### src/rtl/apb_master_bridge.sv
// APB3 master that turns a valid/ready command stream into bus transfers and
// returns exactly one response per accepted command.
module apb_master_bridge #(
  parameter int AWIDTH  = 4,
  parameter int DWIDTH  = 8,
  parameter int TIMEOUT = 16,
  parameter int TCW     = 5
) (
  input  logic              PCLK,
  input  logic              PRESETn,
  input  logic              cmd_valid,
  output logic              cmd_ready,
  input  logic              cmd_write,
  input  logic [AWIDTH-1:0] cmd_addr,
  input  logic [DWIDTH-1:0] cmd_wdata,
  output logic              rsp_valid,
  output logic [DWIDTH-1:0] rsp_rdata,
  output logic              rsp_err,
  output logic              rsp_timeout,
  output logic              PSEL,
  output logic              PENABLE,
  output logic              PWRITE,
  output logic [AWIDTH-1:0] PADDR,
  output logic [DWIDTH-1:0] PWDATA,
  input  logic [DWIDTH-1:0] PRDATA,
  input  logic              PREADY,
  input  logic              PSLVERR
);

  typedef enum logic [1:0] {
    IDLE   = 2'd0,
    SETUP  = 2'd1,
    ACCESS = 2'd2
  } state_t;

  localparam logic [TCW-1:0] WAIT_ZERO = {TCW{1'b0}};
  localparam logic [TCW-1:0] WAIT_ONE  = {{(TCW-1){1'b0}}, 1'b1};
  localparam logic [TCW-1:0] WAIT_MAX  = {TCW{1'b1}};
  localparam logic [TCW-1:0] TIMEOUT_C = TCW'(TIMEOUT);
  localparam bit             TO_EN     = (TIMEOUT != 0);

  state_t              state_q, state_d;
  logic [TCW-1:0]      wait_q, wait_d;
  logic                pwrite_q, pwrite_d;
  logic [AWIDTH-1:0]   paddr_q, paddr_d;
  logic [DWIDTH-1:0]   pwdata_q, pwdata_d;
  logic                rsp_valid_q, rsp_valid_d;
  logic [DWIDTH-1:0]   rsp_rdata_q, rsp_rdata_d;
  logic                rsp_err_q, rsp_err_d;
  logic                rsp_timeout_q, rsp_timeout_d;
  logic                timeout_hit_s;
  logic                cmd_ready_s;
  logic                accept_s;

  // Handshake decode: a new command may ride on the completion edge of the current one.
  always_comb begin
    timeout_hit_s = TO_EN && (state_q == ACCESS) && !PREADY && (wait_q == TIMEOUT_C);
    cmd_ready_s   = (state_q == IDLE) || ((state_q == ACCESS) && PREADY && !timeout_hit_s);
    accept_s      = cmd_valid && cmd_ready_s;
  end

  // Next-state, wait counter, APB field and response computation.
  always_comb begin
    state_d       = state_q;
    wait_d        = wait_q;
    pwrite_d      = pwrite_q;
    paddr_d       = paddr_q;
    pwdata_d      = pwdata_q;
    rsp_valid_d   = 1'b0;
    rsp_rdata_d   = rsp_rdata_q;
    rsp_err_d     = rsp_err_q;
    rsp_timeout_d = rsp_timeout_q;

    if (accept_s) begin
      pwrite_d = cmd_write;
      paddr_d  = cmd_addr;
      pwdata_d = cmd_wdata;
    end else begin
      pwrite_d = pwrite_q;
      paddr_d  = paddr_q;
      pwdata_d = pwdata_q;
    end

    case (state_q)
      IDLE: begin
        if (accept_s) begin
          state_d = SETUP;
        end else begin
          state_d = IDLE;
        end
      end
      SETUP: begin
        state_d = ACCESS;
        wait_d  = WAIT_ZERO;
      end
      ACCESS: begin
        if (PREADY) begin
          rsp_valid_d   = 1'b1;
          rsp_err_d     = PSLVERR;
          rsp_timeout_d = 1'b0;
          rsp_rdata_d   = (!pwrite_q && !PSLVERR) ? PRDATA : {DWIDTH{1'b0}};
          state_d       = accept_s ? SETUP : IDLE;
        end else if (timeout_hit_s) begin
          rsp_valid_d   = 1'b1;
          rsp_err_d     = 1'b1;
          rsp_timeout_d = 1'b1;
          rsp_rdata_d   = {DWIDTH{1'b0}};
          state_d       = IDLE;
        end else begin
          // Saturate so an unbounded wait (timeout disabled) never wraps.
          wait_d  = (wait_q != WAIT_MAX) ? (wait_q + WAIT_ONE) : wait_q;
          state_d = ACCESS;
        end
      end
      default: begin
        state_d = IDLE;
        wait_d  = WAIT_ZERO;
      end
    endcase
  end

  // State and datapath registers; reset drops any in-flight transfer silently.
  always_ff @(posedge PCLK or negedge PRESETn) begin
    if (!PRESETn) begin
      state_q       <= IDLE;
      wait_q        <= WAIT_ZERO;
      pwrite_q      <= 1'b0;
      paddr_q       <= {AWIDTH{1'b0}};
      pwdata_q      <= {DWIDTH{1'b0}};
      rsp_valid_q   <= 1'b0;
      rsp_rdata_q   <= {DWIDTH{1'b0}};
      rsp_err_q     <= 1'b0;
      rsp_timeout_q <= 1'b0;
    end else begin
      state_q       <= state_d;
      wait_q        <= wait_d;
      pwrite_q      <= pwrite_d;
      paddr_q       <= paddr_d;
      pwdata_q      <= pwdata_d;
      rsp_valid_q   <= rsp_valid_d;
      rsp_rdata_q   <= rsp_rdata_d;
      rsp_err_q     <= rsp_err_d;
      rsp_timeout_q <= rsp_timeout_d;
    end
  end

  assign cmd_ready   = cmd_ready_s;
  assign PSEL        = (state_q != IDLE);
  assign PENABLE     = (state_q == ACCESS);
  assign PWRITE      = pwrite_q;
  assign PADDR       = paddr_q;
  assign PWDATA      = pwdata_q;
  assign rsp_valid   = rsp_valid_q;
  assign rsp_rdata   = rsp_rdata_q;
  assign rsp_err     = rsp_err_q;
  assign rsp_timeout = rsp_timeout_q;

endmodule
### config.mk
export PLATFORM = sky130hd
export DESIGN_NAME = apb_master_bridge
export DESIGN_NICKNAME = d
export VERILOG_FILES = /design/src/rtl/apb_master_bridge.sv
export SDC_FILE = /design/constraint.sdc
export NUM_CORES = 1
export LEC_CHECK = 0
export ABC_AREA = 1
export CAP_MARGIN = 20
export CORE_ASPECT_RATIO = 1.4
export CORE_MARGIN = 2
export CORE_UTILIZATION = 39
export DETAILED_ROUTE_END_ITERATION = 10
export GPL_TIMING_DRIVEN = 0
export PLACE_DENSITY = 0.75
export SLEW_MARGIN = 20
export SYNTH_ARGS = -nofsm -noshare
export SYNTH_HDL_FRONTEND = slang
export SYNTH_SLANG_ARGS = --single-unit
### constraint.sdc
create_clock -name PCLK -period 1.7 [get_ports PCLK]
set_clock_uncertainty 0.15 [all_clocks]
set_input_delay 0.34 -clock PCLK [delete_from_list [all_inputs] [get_ports PCLK]]
set_output_delay 0.34 -clock PCLK [all_outputs]
set_load 0.01 [all_outputs]
run_1/pinout.png
Drawn at 6 px/um. Pins as bars across the die edge, other pins in grey.
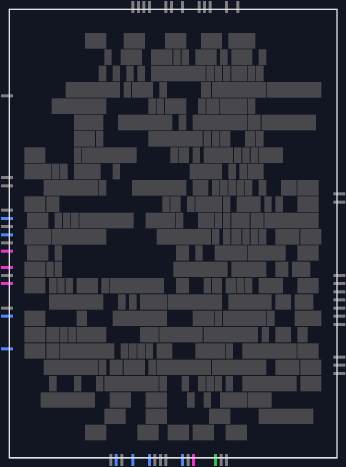
Blue stands for `cmd_wdata`, pins 8, direction input, edge 4 south, 4 west. Green stands for `cmd_valid`, pins 1, direction input, edge south. Magenta stands for `cmd_addr`, pins 4, direction input, edge 3 west, 1 south.
Die W: 54.37 um
Die H: 74.51 um

run_1/floorplan.png
Drawn at 6 px/um. Pins as bars on the die edge. Tap cells in grey.
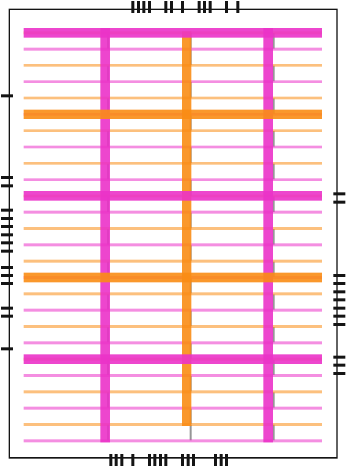
Magenta stands for VSS. Orange stands for VDD.
40 tap cells. 3 straps on met4. 53 signal pins sit on the boundary. 26 met1 rails follow the rows. 5 straps on met5.

run_1/layers.png
Drawn at 4 px/um. Only two layers are drawn.
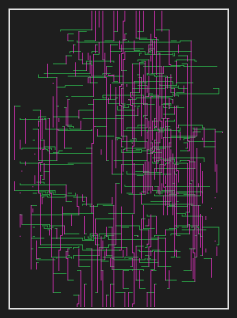
Magenta stands for M2, wire length 1720 um. Green stands for M1, wire length 1240 um.
WL final: 3192 um
WL per Instance: 12.00 um

run_1/m2.png
Drawn at 4 px/um. Cells faint in the background.
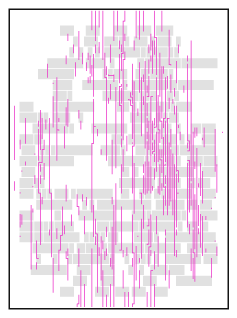
The wires run mostly vertical. 202 nets have wire on it. The layer carries 1720 um of wire.
met2 Use GR: 29.45%
Vias: 1217

==> run 1: cells in the mapped netlist <==
cell / count
nand3_1: 7
o21ai_2: 2
o21a_1: 1
inv_1: 7
ha_1: 3
nand3b_1: 1
nor2_1: 10
buf_4: 2
inv_4: 1
nand2_1: 80
nand2_2: 4
o21ai_0: 2
inv_2: 1
dfrtp_1: 31
nand2_4: 4
buf_12: 1
nor2_2: 1
inv_6: 1
==> run 1: power groups by stage <==
stage	Combinational, mW	Sequential (mW)	Clock [mW]
global route	1.82	1.22	0.594
finish	1.66	1.19	0.540
floorplan	0.592	1.31	0
detailed placement	1.49	1.20	0
CTS	1.53	1.19	0.562
global placement	1.48	1.20	0
==> run 1: final cells by class <==
cell class              instances  area, um^2  share of cell area, %
flip-flops and latches         31       775.7                  35.69
plain buffers                   3       35.03                  1.612
repair buffers                 59       596.8                  27.46
clock inverters                 1       5.005                 0.2303
multi-input cells             115       581.8                  26.77
clock buffers                   7       76.32                  3.512
well taps                      40       50.05                  2.303
inverters                      10       52.55                  2.418
==> run 1: critical path, delay by kind of cell, from the launching register on <==
family	cells	cell delay, ns
buffers and inverters	3	0.29
DFF	1	0.40
and+or+nand+nor	3	0.22
==> run 1: per-stage QoR <==
stage	instance area, um^2	cells
final	2173	266
after global routing	2173	266
after CTS	2068	262
after detailed placement	1951	251
after global placement	1956	251
after floorplan	1385	159
==> run 1: kinds of logic after synthesis <==
logic type                 count (synthesis)  share of synthesized area (%)
buffers and inverters                     13                          5.782
DFF                                       31                          56.01
AOI/OAI and AO/OA                          5                          2.530
and+or+nand+nor                          107                          32.97
adders and majority gates                  3                          2.710
==> run 1: metal layers <==
metal | wire length, um | global-route usage [%] | vias up
met2 | 1722 | 29.45 | 34
met1 | 1243 | 16.71 | 561
met5 | 0 | 0 | -
met4 | 53 | 8.333 | 0
li1 | - | - | 616
met3 | 173 | 6.627 | 6
==> run 1: timing repair <==
action / 4_1_cts / 5_1_grt
gates resized: 10 / 25
hold endpoints to repair: 31 / 0
endpoints found under the setup margin: 9 / 16
buffers inserted: 2 / 4
hold buffers: 1 / 0
pin swaps: 1 / 4
==> run 1: how the worst min path moves through the flow <==
stage | start | depth (start not counted) | slack, ns | end
5_1_grt | rsp_rdata[7] | 2 | 0.36 | rsp_rdata[7]
3_3_place_gp | rsp_timeout | 2 | 0.30 | rsp_timeout
4_1_cts | rsp_rdata[7] | 2 | 0.33 | rsp_rdata[7]
6_report | PADDR[0] | 2 | 0.32 | PADDR[0]
2_1_floorplan | PRESETn | 0 | -0.11 | PADDR[0]
3_5_place_dp | PRESETn | 1 | 0.28 | rsp_valid
==> run 1: state kept, by name, indices dropped and copies added, names as in the netlist <==
register / count
rsp_rdata: 8
PWDATA: 8
PADDR: 4
rsp_err: 1
rsp_timeout: 1
PWRITE: 1
state_q: 2
rsp_valid: 1
wait_q: 5
==> GITHUB_STEP_SUMMARY, run 1 <==
### Metrics collected by this job

| Metric | Value |
|---|---|
| Status | `finished, final reports clean` |
| Area reported by Yosys stat | `around 0.0014 mm^2` |
| Headroom to the max-slew limit | `~55%` |
| I/O pin count | `roughly 53` |
| CTS tree | `yes` |
| Hold Violations, Final | `0` |
| DR vias/cell | `between 4 and 5` |
| Ratio of cells with drive above 1 in the final layout | `between 10% and 20%` |
| Latency at later pin | `approximately 0.28 ns` |
| Largest net degree at the start of global routing | `32` |
| Fmax | `roughly 590 MHz` |
| Crit. End Element | `primary output` |
| Yosys Instances | `about 160` |
| WP data arrival | `1.21 ns` |
| Final core occ | `roughly 64%` |
| Stage-log warning count | `29` |
| Mapped Nets | `188` |
| CP Cell Sequence | `inv_4 > nand2_8 > inv_8 > nand2_8 > nand2_4 > buf_6` |
| Crit Path Class | `flop to primary output` |
| Total iterations of the first detailed-routing run | `4` |
| RSZ-0062 raised after global routing | `true` |
| Internal power | `around 2.2 mW` |
| Most numerous logic cell after layout | `nand2_1` |
| Yosys warns | `0` |
| Overall Power | `3.388 mW` |
| Congestion Overflow GR | `0` |
| Core area | `0.003378 mm^2` |
| Core Density at Floorplan | `around two fifths` |
| Reg-to-Reg Start | `wait_q[1]` |
| P per Cell Area | `around 1600 mW/mm^2` |
| Top cells, area | `dfrtp_1 (56%), nand2_1 (22%), nand2_4 (3.3%)` |
| Synthesis-to-finish area growth | `56.91%` |
| Max Cap Violations | `0` |
| Clock slew at the register clock pins of the worst setup and hold paths | `around 0.060 ns` |
| Residual DRC count | `0` |
| Gate power share | `about half` |
| First-pass GRT wire length | `~4800 um` |
| Crit path to | `cmd_ready` |
| Largest area contributor in the netlist | `dfrtp_1` |
| Critical Path RT | `1.21 ns` |
| FF-to-FF setup slack | `~0.09 ns` |
| Chip area | `0.004051 mm^2` |
| Worst min-delay path class | `flop to flop` |
| Final setup margin | `between 0.0003 and 0.0004 ns` |
| Clock power frac | `16.0%` |
| Seq pwr share | `between 30% and 40%` |
| CP Launch Point | `state_q[0]` |
| Clk buf depth | `2` |
| Final period util | `99.98%` |
| Reg2Reg Depth | `8` |
| Syn Std Cell Area | `between 0.001 and 0.0015 mm^2` |
| Pre-CTS setup slack | `-0.4426 ns` |
| Setup Viol. Count Final | `0` |
| Startpoint Class | `flop` |
| CTS HTree Levels | `2` |
| Leakage | `roughly 1.2 nW` |
| FP Rows | `25` |
| Root buf cell | `clkbuf_8` |
| Reg2reg end | `wait_q[2]` |
| Routability congestion estimate from global placement | `0.7597` |
| FF+latch count, synth | `31` |
| Filler cells | `around 280` |
| TritonCTS Buffers | `5` |
| Hold WS | `0.3193 ns` |
| Gate count after technology mapping | `about 160` |
| CP most frequent cell | `nand2_8` |
| DR iter-0 viols | `19` |
| Vias in the first global route | `about 1.1k` |
| Slew @ Worst Pin | `between 0.6 and 0.7 ns` |
| Max incr delay on CP | `~0.40 ns` |
| Hpwl dp | `roughly 2100 um` |
| Gr usage total | `16.82%` |
| Antenna-violating nets left | `0` |
| Synth top area share | `about 56%` |
| Minimum clock period | `1.700 ns` |
| Total negative slack | `0 ns` |
| Slowest stage cell, crit path | `dfrtp_1` |
| Maximum vdd drop | `between 1 and 1.5 mV` |
| Crit Path Max Fanout | `6` |
| ANT cells | `0` |
| Port Buffers | `52` |
| Cell variety after synth | `18` |
| Fin nets | `between 200 and 300` |
| Sw frac | `a little over a third` |
| Number of clock sinks | `31` |
| Initial antenna violation count | `0` |
| Max-slew violation count | `0` |
run_1/placed.png
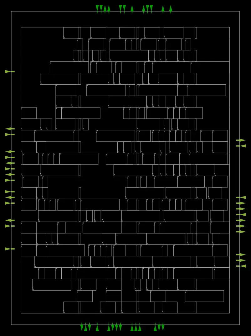

==> run 1 -> run 2 <==
--- a/config.mk
+++ b/config.mk
@@ -8,11 +8,13 @@
 export ABC_AREA = 1
 export CAP_MARGIN = 20
 export CORE_ASPECT_RATIO = 1.4
-export CORE_MARGIN = 2
-export CORE_UTILIZATION = 39
+export CORE_MARGIN = 5
+export CORE_UTILIZATION = 40
+export CTS_BUF_LIST = sky130_fd_sc_hd__clkbuf_8
+export CTS_CLUSTER_SIZE = 10
 export DETAILED_ROUTE_END_ITERATION = 10
 export GPL_TIMING_DRIVEN = 0
-export PLACE_DENSITY = 0.75
+export PLACE_DENSITY = 0.77
 export SLEW_MARGIN = 20
 export SYNTH_ARGS = -nofsm -noshare
 export SYNTH_HDL_FRONTEND = slang
run_2/placed.png
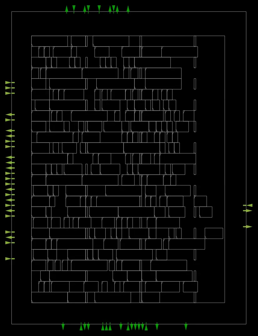
Filler cells: 262
flop share of the area: 35.47%

run_2/floorplan.png
Drawn at 6 px/um. Pins as bars on the die edge. Tap cells in grey.
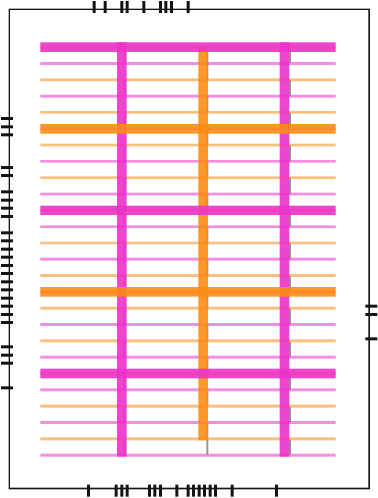
Die W: 59.73 um
Die H: 79.63 um
core area: 0.003347 mm^2
maximum vdd drop: 0.9389 mV

run_2/pinout.png
Drawn at 6 px/um. Pins as bars across the die edge, other pins in grey.
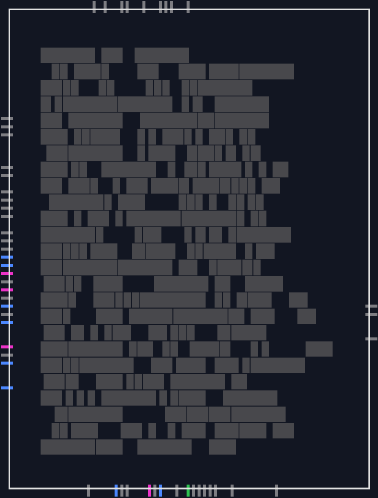
Green stands for `cmd_valid`, pins 1, direction input, edge south. Magenta stands for `cmd_addr`, pins 4, direction input, edge 3 west, 1 south. Blue stands for `cmd_wdata`, pins 8, direction input, edge 6 west, 2 south.
All pins by edge: 25 west, 16 south, 9 north, 3 east.

==> run 2 against run 1 <==
  * Die size grew 17%
  * Sequential cell count stayed put
  * Sequential power is essentially flat
  * Utilization up 1.1 points
  * Clock power is 41% higher
  * Critical path type unchanged
==> GITHUB_STEP_SUMMARY, run 2 <==
### Metrics collected by this job

| Metric | Value |
|---|---|
| Mux frac, synth | `0% (unchanged)` |
| Status | `finished, final reports clean` |
| FFs w/ async S/R, synth | `100.0% (unchanged)` |
| Largest net degree at the start of global routing | `32 (unchanged)` |
| Simple share | `32.97% (unchanged)` |
| Vias in the first global route | `1334 (+20%)` |
| TritonCTS Buffers | `5 (unchanged)` |
| Clk buf depth | `2 (unchanged)` |
| Crit Path Class | `flop to primary output` |
| Synth top cells by count | `nand2_1 (80), dfrtp_1 (31), nor2_1 (10)` |
| Chip area | `0.004756 mm^2 (+17%)` |
| Post-Synth AOI/OAI Area | `2.529% (unchanged)` |
| DR iter-0 viols | `12 (-7)` |
| Clock power frac | `21.8% (+5.8 points)` |
| Latency at later pin | `0.28 ns (about the same)` |
| I/O pin count | `53 (unchanged)` |
| Synth top area share | `56.01% (unchanged)` |
| Vias | `1254 (+3.0%)` |
| Cells on Worst Hold Path | `2 (unchanged)` |
| Core Density at Floorplan | `41.38% (+0.38 points)` |
| Number of enable flip-flop cells | `0 (unchanged)` |
| Gate power share | `43.8% (-5.2 points)` |
| Slew @ Worst Pin | `0.6733 ns (-0.008028 ns)` |
| WP data arrival | `1.17 ns (-0.04 ns)` |
| Cell variety after synth | `18 (unchanged)` |
| Leakage | `1.342 nW (+14%)` |
| Internal power | `2.267 mW (+4.0%)` |
| Largest area contributor in the netlist | `dfrtp_1` |
| RSZ-0062 raised after global routing | `true` |
| Critical Path RT | `1.21 ns (about the same)` |
| Crit Path Max Fanout | `5 (-1)` |
| FP Rows | `25 (unchanged)` |
| CTS HTree Levels | `2 (unchanged)` |
| Number of clock sinks | `31 (unchanged)` |
| Area reported by Yosys stat | `0.001385 mm^2 (unchanged)` |
| Total negative slack | `0 ns (unchanged)` |
| Cell with the most instances after synthesis | `nand2_1` |
| Ratio of cells with drive above 1 in the final layout | `17.78% (+0.96 points)` |
[run 2: cell types whose count changed in the layout (fill, tap and decap cells not counted), moves of 2 or more]
cell	before	now
nand2_1	76	78
clkbuf_1	2	0
clkdlybuf4s50_1	38	25
nand2_8	2	0
inv_2	0	2
nand2_2	8	6
dlymetal6s2s_1	8	19
clkdlybuf4s15_1	2	0
dlygate4sd2_1	2	5
nand2_4	2	4
[run 2: kinds of logic (layout without fill, tap and decap cells)]
kind of cell	after synthesis	in the layout
AOI/OAI and AO/OA	5	5
and+or+nand+nor	107	107
adders and majority gates	3	3
DFF	31	31
buffers and inverters	13	79
[run 2: power groups by stage]
stage / logic (mW) / registers [mW] / clock network (mW)
6_report: 1.53 / 1.20 / 0.759
3_3_place_gp: 1.49 / 1.20 / 0
2_1_floorplan: 0.592 / 1.31 / 0
3_5_place_dp: 1.50 / 1.20 / 0
5_1_grt: 1.67 / 1.23 / 0.804
4_1_cts: 1.55 / 1.20 / 0.777
[run 2: how the worst min path moves through the flow]
stage	startpoint	endpoint	slack (ns)
4_1_cts	rsp_timeout	rsp_timeout	0.33
3_5_place_dp	PRESETn	rsp_rdata[4]	0.28
5_1_grt	rsp_rdata[6]	rsp_rdata[6]	0.36
3_3_place_gp	rsp_timeout	rsp_timeout	0.31
6_report	rsp_timeout	rsp_timeout	0.32
2_1_floorplan	PRESETn	PADDR[0]	-0.11
[run 2: final cells by class]
cell class	instances	area (um^2)	share of cell area (%)
flip-flops and latches	31	777.0	35.47
repair buffers	58	604.3	27.58
inverters	10	47.55	2.170
clock inverters	2	35.03	1.599
clock buffers	6	82.58	3.769
plain buffers	3	35.03	1.599
well taps	40	50.05	2.284
multi-input cells	115	559.3	25.53
[run 2: per-layer routing]
layer	wire [um]	GRT usage, %	up-vias
li1	-	-	611
met1	1210	16.79	598
met2	1763	27.71	37
met3	290	6.634	8
met4	62	7.095	0
met5	0	0	-
[run 2: worst max-delay path: stages, from the launching register on]
cell and delay [ns]:
dfrtp_1 0.43, nand2_4 0.14, inv_6 0.05, dlygate4sd2_1 0.28
[run 2: through the flow]
step / hold WS (ns) / power (mW) / utilization (%) / std cells
after detailed placement: 0.2752 / 2.708 / 58.28 / 251
after global placement: 0.3066 / 2.689 / 58.43 / 251
after CTS: 0.3275 / 3.522 / 63.03 / 263
final: 0.3163 / 3.481 / 65.46 / 265
after global routing: 0.3569 / 3.709 / 65.46 / 265
after floorplan: -0.1056 / 1.906 / - / 159
[run 2: repair_timing]
action / 4_1_cts / 5_1_grt
pin swaps: 1 / 4
hold endpoints to repair: 31 / 0
hold buffers: 1 / 0
resized: 13 / 30
buffers inserted: 3 / 2
setup endpoints to repair: 11 / 28
Power and IR drop assume default switching activity.
